$ cat src/rtl/queue4_rtl.sv
// queue4_rtl: 4-entry valid/ready FIFO with a pointer-selected 4:1 dequeue mux.
// Optional macro QUEUE4_PIPE_EN lets a full queue accept an entry while dequeuing.
module queue4_rtl #(
  parameter int p_nbits = 32
) (
  input  logic               clk,
  input  logic               reset,
  input  logic               enq_val,
  output logic               enq_rdy,
  input  logic [p_nbits-1:0] enq_msg,
  output logic               deq_val,
  input  logic               deq_rdy,
  output logic [p_nbits-1:0] deq_msg,
  output logic [2:0]         count
);

  logic [p_nbits-1:0] entries_q [4];
  logic [p_nbits-1:0] entries_d [4];
  logic [1:0]         enq_ptr_q, enq_ptr_d;
  logic [1:0]         deq_ptr_q, deq_ptr_d;
  logic [2:0]         count_q, count_d;
  logic               enq_xfer, deq_xfer;

  assign deq_val = (count_q != 3'd0);
  assign deq_msg = entries_q[deq_ptr_q];
  assign count   = count_q;

`ifdef QUEUE4_PIPE_EN
  // A full queue can take a new entry into the slot being freed this cycle.
  assign enq_rdy = (count_q != 3'd4) | deq_rdy;
`else
  assign enq_rdy = (count_q != 3'd4);
`endif

  assign enq_xfer = enq_val & enq_rdy;
  assign deq_xfer = deq_val & deq_rdy;

  always_comb begin
    for (int i = 0; i < 4; i++) begin
      entries_d[i] = entries_q[i];
    end
    enq_ptr_d = enq_ptr_q;
    deq_ptr_d = deq_ptr_q;
    count_d   = count_q;

    if (enq_xfer) begin
      entries_d[enq_ptr_q] = enq_msg;
      enq_ptr_d            = enq_ptr_q + 2'd1;
    end
    if (deq_xfer) begin
      deq_ptr_d = deq_ptr_q + 2'd1;
    end

    if (enq_xfer && !deq_xfer) begin
      count_d = count_q + 3'd1;
    end else if (deq_xfer && !enq_xfer) begin
      count_d = count_q - 3'd1;
    end
  end

  always_ff @(posedge clk or negedge reset) begin
    if (!reset) begin
      for (int i = 0; i < 4; i++) begin
        entries_q[i] <= '0;
      end
      enq_ptr_q <= 2'd0;
      deq_ptr_q <= 2'd0;
      count_q   <= 3'd0;
    end else begin
      for (int i = 0; i < 4; i++) begin
        entries_q[i] <= entries_d[i];
      end
      enq_ptr_q <= enq_ptr_d;
      deq_ptr_q <= deq_ptr_d;
      count_q   <= count_d;
    end
  end

endmodule

$ cat config.mk
export PLATFORM = sky130hd
export DESIGN_NAME = queue4_rtl
export DESIGN_NICKNAME = d
export VERILOG_FILES = /design/src/rtl/queue4_rtl.sv
export SDC_FILE = /design/constraint.sdc
export NUM_CORES = 1
export LEC_CHECK = 0
export CAP_MARGIN = 20
export CORE_MARGIN = 2
export CORE_UTILIZATION = 51
export CTS_CLUSTER_SIZE = 10
export DETAILED_ROUTE_END_ITERATION = 10
export PLACE_DENSITY = 0.73
export SYNTH_ARGS = -nofsm -noshare
export SYNTH_HDL_FRONTEND = slang
export SYNTH_SLANG_ARGS = --single-unit
export TNS_END_PERCENT = 20
$ cat constraint.sdc
create_clock -name clk -period 3.3 [get_ports clk]
set_clock_uncertainty 0.05 [all_clocks]
set_input_delay 0.66 -clock clk [delete_from_list [all_inputs] [get_ports clk]]
set_output_delay 0.66 -clock clk [all_outputs]
set_load 0.005 [all_outputs]
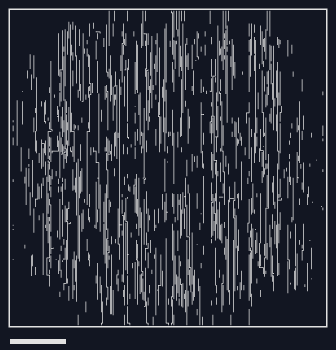
run_1/m2.png
The bar under the picture is 20 µm long.
445 nets have wire on it. The wires run mostly vertical. The longest straight run is 56.1 µm. The layer holds 50% of the routed length.

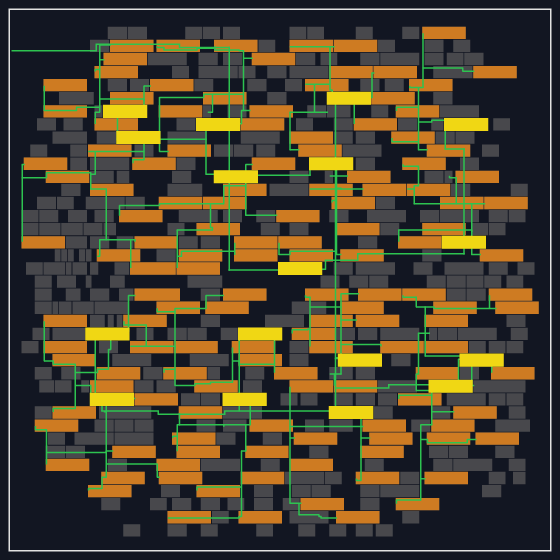
run_1/clock_wires.png
Green marks clock wires, length 1,560 µm. Orange marks flip-flops, count 135. Yellow marks clock-net drivers, count 17.
Position of the flops: spread over the die.

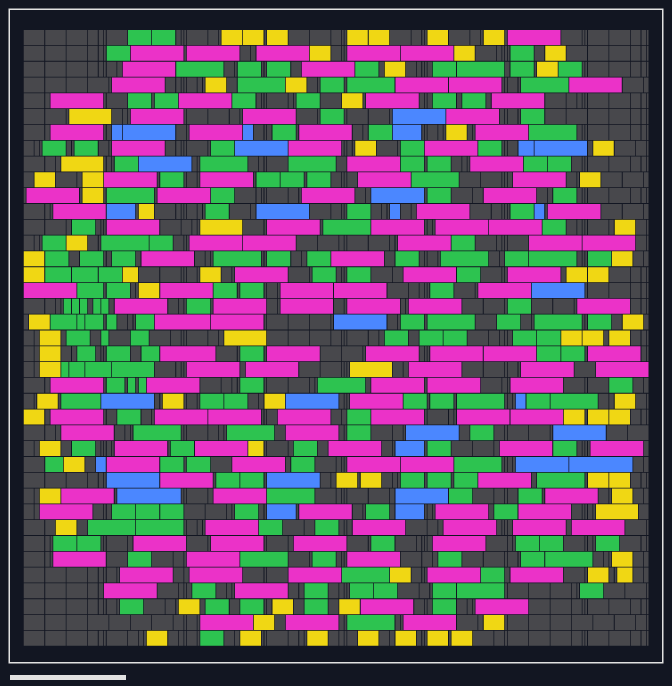
run_1/class_map.png
The bar under the picture is 20 µm long. Fill, decap, tap and diode cells in grey.
Yellow marks remaining buffers and delay cells, cells 81. Magenta marks sequential cells, cells 135. Green marks remaining logic cells, cells 192. Blue marks clock drivers and dummy loads, cells 31.

==> flow_summary.yaml, run 1 <==
# generated from flow reports
critical_path:
  r2r_cells: 6
  path_buffers: 2
  r2r_end: "count[1]"
  start_kind: "flip-flop"
  r2r_start: "count[0]"
  path_max_fanout: 14
pwr:
  totalPowerFinal_w: 0.00832
  leakage_nw: 3.06
final_layout:
  nClkBuffers: 22
  sh_seq_area_pct: 45.4
  final_common_cell: "dfrtp_1"
  buffers: 81
  diodes: 0
logic_synthesis:
  ys_ff: 135
  ys_area_um2: 5970
  netlist_area_um2: 5970
  simple_gate_share_pct: 1.30
  syn_area_per_cell_um2: 17.2
  synth-seq-area-share_pct: 56.6
  area_leaders: "dfrtp_1 (57%), mux2_2 (25%), mux4_2 (12%)"
  syn_nets: 389
  netlist.area_leader.share_pct: 56.6
floorplan:
  dieArea_um2: 12600
  io_pins: 73
detailed_routing:
  ant_nets: 0
  vias: 3239
  wl_met1_mm: 4.94
  drc: 0
hold_path:
  min_path_type: "in -> async"
run_status:
  status: "finished clean"
grt:
  gr-usage-met2_pct: 31.6
  antenna_found_initial: 0
  grt_usage_pct: 19.7
sta:
  fin_tns_setup_ns: 0
  period_needed_ns: 2.92
  setup_violations: 0
## run 1: state kept, by name, summed over array words and instances, names as in the netlist
name,cells
entries_q,128
deq_ptr_q,2
count,3
enq_ptr_q,2
## run 1: worst max-delay path by stage
stage	slack, ns	endpoint	from	cells past startpoint
6_report	0.38	deq_msg[26]	deq_ptr_q[0]	3
3_3_place_gp	0.78	count[2]	enq_val	8
3_5_place_dp	0.70	count[2]	enq_val	8
5_1_grt	0.29	deq_msg[25]	deq_ptr_q[0]	3
4_1_cts	0.33	deq_msg[1]	deq_ptr_q[0]	3
2_1_floorplan	1.12	count[2]	count[1]	8
## run 1: power breakdown
part           switching (W)  leakage [nW]  internal [W]
Combinational        0.00109          1.16       0.00234
Sequential          0.000522          1.60       0.00252
Clock               0.000655         0.297       0.00120
Total                0.00226          3.06       0.00606
==> run 1 -> run 2 <==
--- a/config.mk
+++ b/config.mk
@@ -5,7 +5,6 @@
 export SDC_FILE = /design/constraint.sdc
 export NUM_CORES = 1
 export LEC_CHECK = 0
-export CAP_MARGIN = 20
 export CORE_MARGIN = 2
 export CORE_UTILIZATION = 51
 export CTS_CLUSTER_SIZE = 10
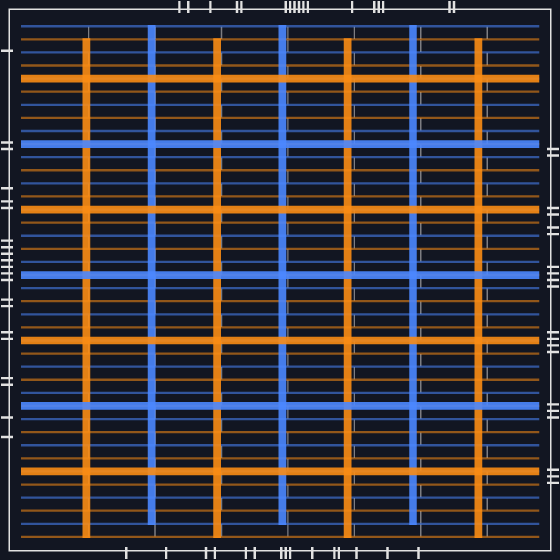
run_2/floorplan.png
Pins as bars on the die edge. Tap cells in grey.
Blue marks VDD. Orange marks VSS.
The core has 39 rows. 7 straps on met4.

==> flow_summary.yaml, run 2 <==
# generated from flow reports
final_layout:
  diodes: 0
  buffers: 81
  largest_reg_flops: 128
  logic_gates: 188
  final_util_pct: 65.3
  clock_area_share_pct: 7.94
  sh_seq_area_pct: 45.4
  largest-register: "entries_q"
  nClkBuffers: 22
  final_common_cell: "dfrtp_1"
run_status:
  status: "finished clean"
logic_synthesis:
  synthCells: 347
  synth-seq-area-share_pct: 56.6
  syn_area_per_cell_um2: 17.2
  simple_gate_share_pct: 1.30
  syn_nets: 389
  ys_area_um2: 5970
  area_leaders: "dfrtp_1 (57%), mux2_2 (25%), mux4_2 (12%)"
  netlist.area_leader.share_pct: 56.6
  netlist_area_um2: 5970
critical_path:
  r2r_cells: 6
  cp_num_cells: 3
  path_max_fanout: 14
  start_kind: "flip-flop"
  path_buffers: 2
sta:
  period_needed_ns: 2.92
  fin_tns_setup_ns: 0
  setup_violations: 0
  tightest_slew_ns: 0.584
grt:
  antenna_found_initial: 0
  gr-usage-met2_pct: 31.6
  grt_usage_pct: 19.7
floorplan:
  dieArea_um2: 12600
  io_pins: 73
detailed_routing:
  ant_nets: 0
  drt-pass1-iter-count: 4
  vias: 3239
hold_path:
  min_path_type: "in -> async"
pwr:
  totalPowerFinal_w: 0.00832
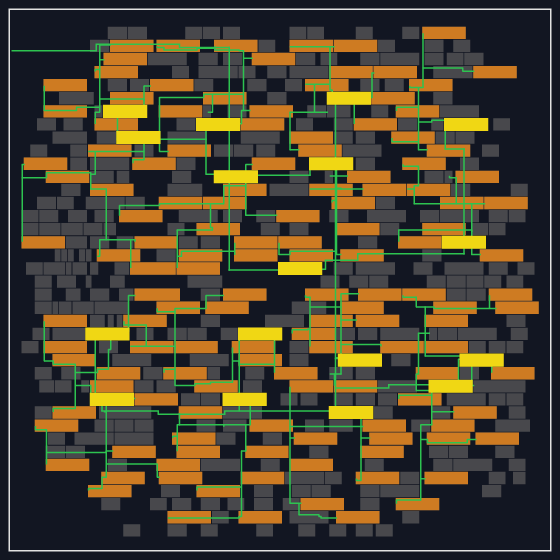
run_2/clock_wires.png
Green marks clock wires, length 1,560 µm. Orange marks flip-flops, count 135. Yellow marks clock-net drivers, count 17.
There are 18 routed clock nets.

==> run 2: cell counts after synthesis <==
No cell type changed its count.
==> run 2: cells by family after synthesis <==
group,count (synthesis)
flops,135
fa+ha+maj,6
buf+inv,24
mux,162
xor+xnor,6
simple gates,14
==> run 2: path summary, 6_finish.rpt <==
path / from / to / slack (ns)
min: reset / entries_q[38] / 0.15
min reg2reg: entries_q[3] / entries_q[3] / 0.45
max in group asynchronous: reset / deq_ptr_q[0] / 2.26
max: deq_ptr_q[0] / deq_msg[26] / 0.38
min in group clk: entries_q[3] / entries_q[3] / 0.45
max reg2reg: count[0] / count[1] / 0.87
==> run 2: report_power, final <==
part	internal, W	switching (W)	total [W]	leakage, nW
clock network	0.00120	0.000655	0.00185	0.297
registers	0.00252	0.000522	0.00304	1.60
logic	0.00234	0.00109	0.00343	1.16
==> run 2 -> run 3 <==
--- a/config.mk
+++ b/config.mk
@@ -9,7 +9,7 @@
 export CORE_UTILIZATION = 51
 export CTS_CLUSTER_SIZE = 10
 export DETAILED_ROUTE_END_ITERATION = 10
-export PLACE_DENSITY = 0.73
+export PLACE_DENSITY = 0.74
 export SYNTH_ARGS = -nofsm -noshare
 export SYNTH_HDL_FRONTEND = slang
 export SYNTH_SLANG_ARGS = --single-unit
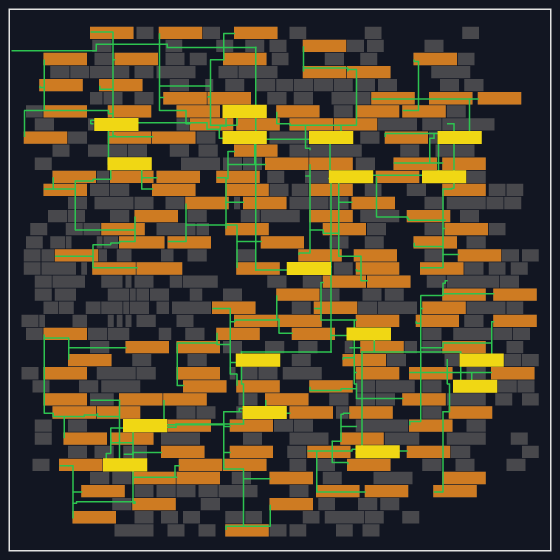
run_3/clock_wires.png
Orange marks flip-flops, count 135. Green marks clock wires, length 1,540 µm. Yellow marks clock-net drivers, count 17.
Position of the flops: spread over the die. There are 18 routed clock nets.

==> flow_summary.yaml, run 3 <==
# generated from flow reports
final_layout:
  logic_gates: 188
  buffers: 86
  clock_area_share_pct: 8.36
  final_common_cell: "dfrtp_1"
  largest_reg_flops: 128
  diodes: 0
  final_util_pct: 65.5
  nClkBuffers: 24
  largest-register: "entries_q"
  sh_seq_area_pct: 45.2
pwr:
  power_frac_clock_pct: 23.4
  pwr-share-seq_pct: 35.7
  switching_share_pct: 27.0
  top_power_group: "combinational logic"
  totalPowerFinal_w: 0.00844
  p_seq_w: 0.00301
  powerClk_w: 0.00197
  comb_power_w: 0.00345
  internal_power_w: 0.00617
  power.switching_w: 0.00228
  power_frac_comb_pct: 40.9
critical_path:
  r2r_start: "count[0]"
  r2r_cells: 6
  path_max_fanout: 21
  cp-startpoint: "deq_ptr_q[1]"
  start_kind: "flip-flop"
detailed_routing:
  drt-pass1-iter-count: 4
  vias: 3308
  wl_met1_mm: 5.16
  drc: 0
  ant_nets: 0
floorplan:
  nWellTaps: 143
  io_pins: 73
  fp_util_pct: 52.3
sta:
  timing.fmax_ghz: 0.341
  period_needed_ns: 2.94
  fin_tns_setup_ns: 0
logic_synthesis:
  syn_nets: 389
  area_leaders: "dfrtp_1 (57%), mux2_2 (25%), mux4_2 (12%)"
  ys_area_um2: 5970
  synthCells: 347
  syn_area_per_cell_um2: 17.2
  netlist_area_um2: 5970
  ys_ff: 135
  netlist.area_leader.share_pct: 56.6
grt:
  gr-usage-met2_pct: 32.4
  grt_usage_pct: 20.0
  antenna_found_initial: 0
run_status:
  status: "finished clean"
hold_path:
  min_path_type: "in -> async"
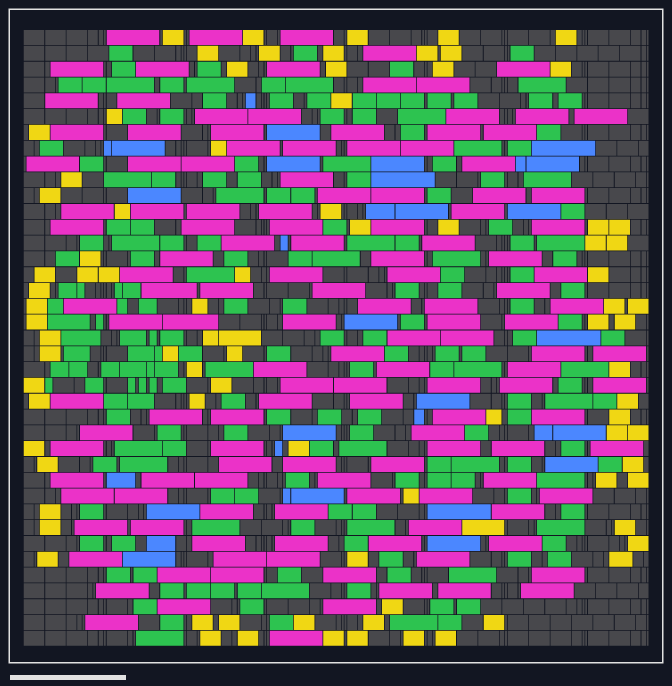
run_3/class_map.png
The bar under the picture is 20 µm long. Fill, decap, tap and diode cells in grey.
Blue marks clock drivers and dummy loads, cells 32. Yellow marks remaining buffers and delay cells, cells 86. Magenta marks sequential cells, cells 135. Green marks remaining logic cells, cells 192.

==> run 3: path summary, 6_finish.rpt <==
kind                            slack (ns)              to
worst max-delay path                  0.36     deq_msg[27]
min in group clk                      0.45   entries_q[52]
worst max register to register        0.88        count[1]
max in group asynchronous             2.16  entries_q[111]
worst min-delay path                  0.25   entries_q[70]
worst min register to register        0.45   entries_q[52]
==> run 3: worst max-delay path, cell delays in order, from the launching register on <==
cell	delay [ns]
dfrtp_2	0.72
buf_4	0.29
mux4_2	0.33
clkdlybuf4s50_1	0.46
==> run 3: cell families (layout without fill, tap and decap cells) <==
logic type	Yosys count	after routing	share of synthesized area, %
flops	135	135	56.6
simple gates	14	14	1.30
buf+inv	24	122	3.23
xor+xnor	6	6	0.880
mux	162	162	36.6
fa+ha+maj	6	6	1.38
No activity file was given, so power comes from the tool's default toggle rates.
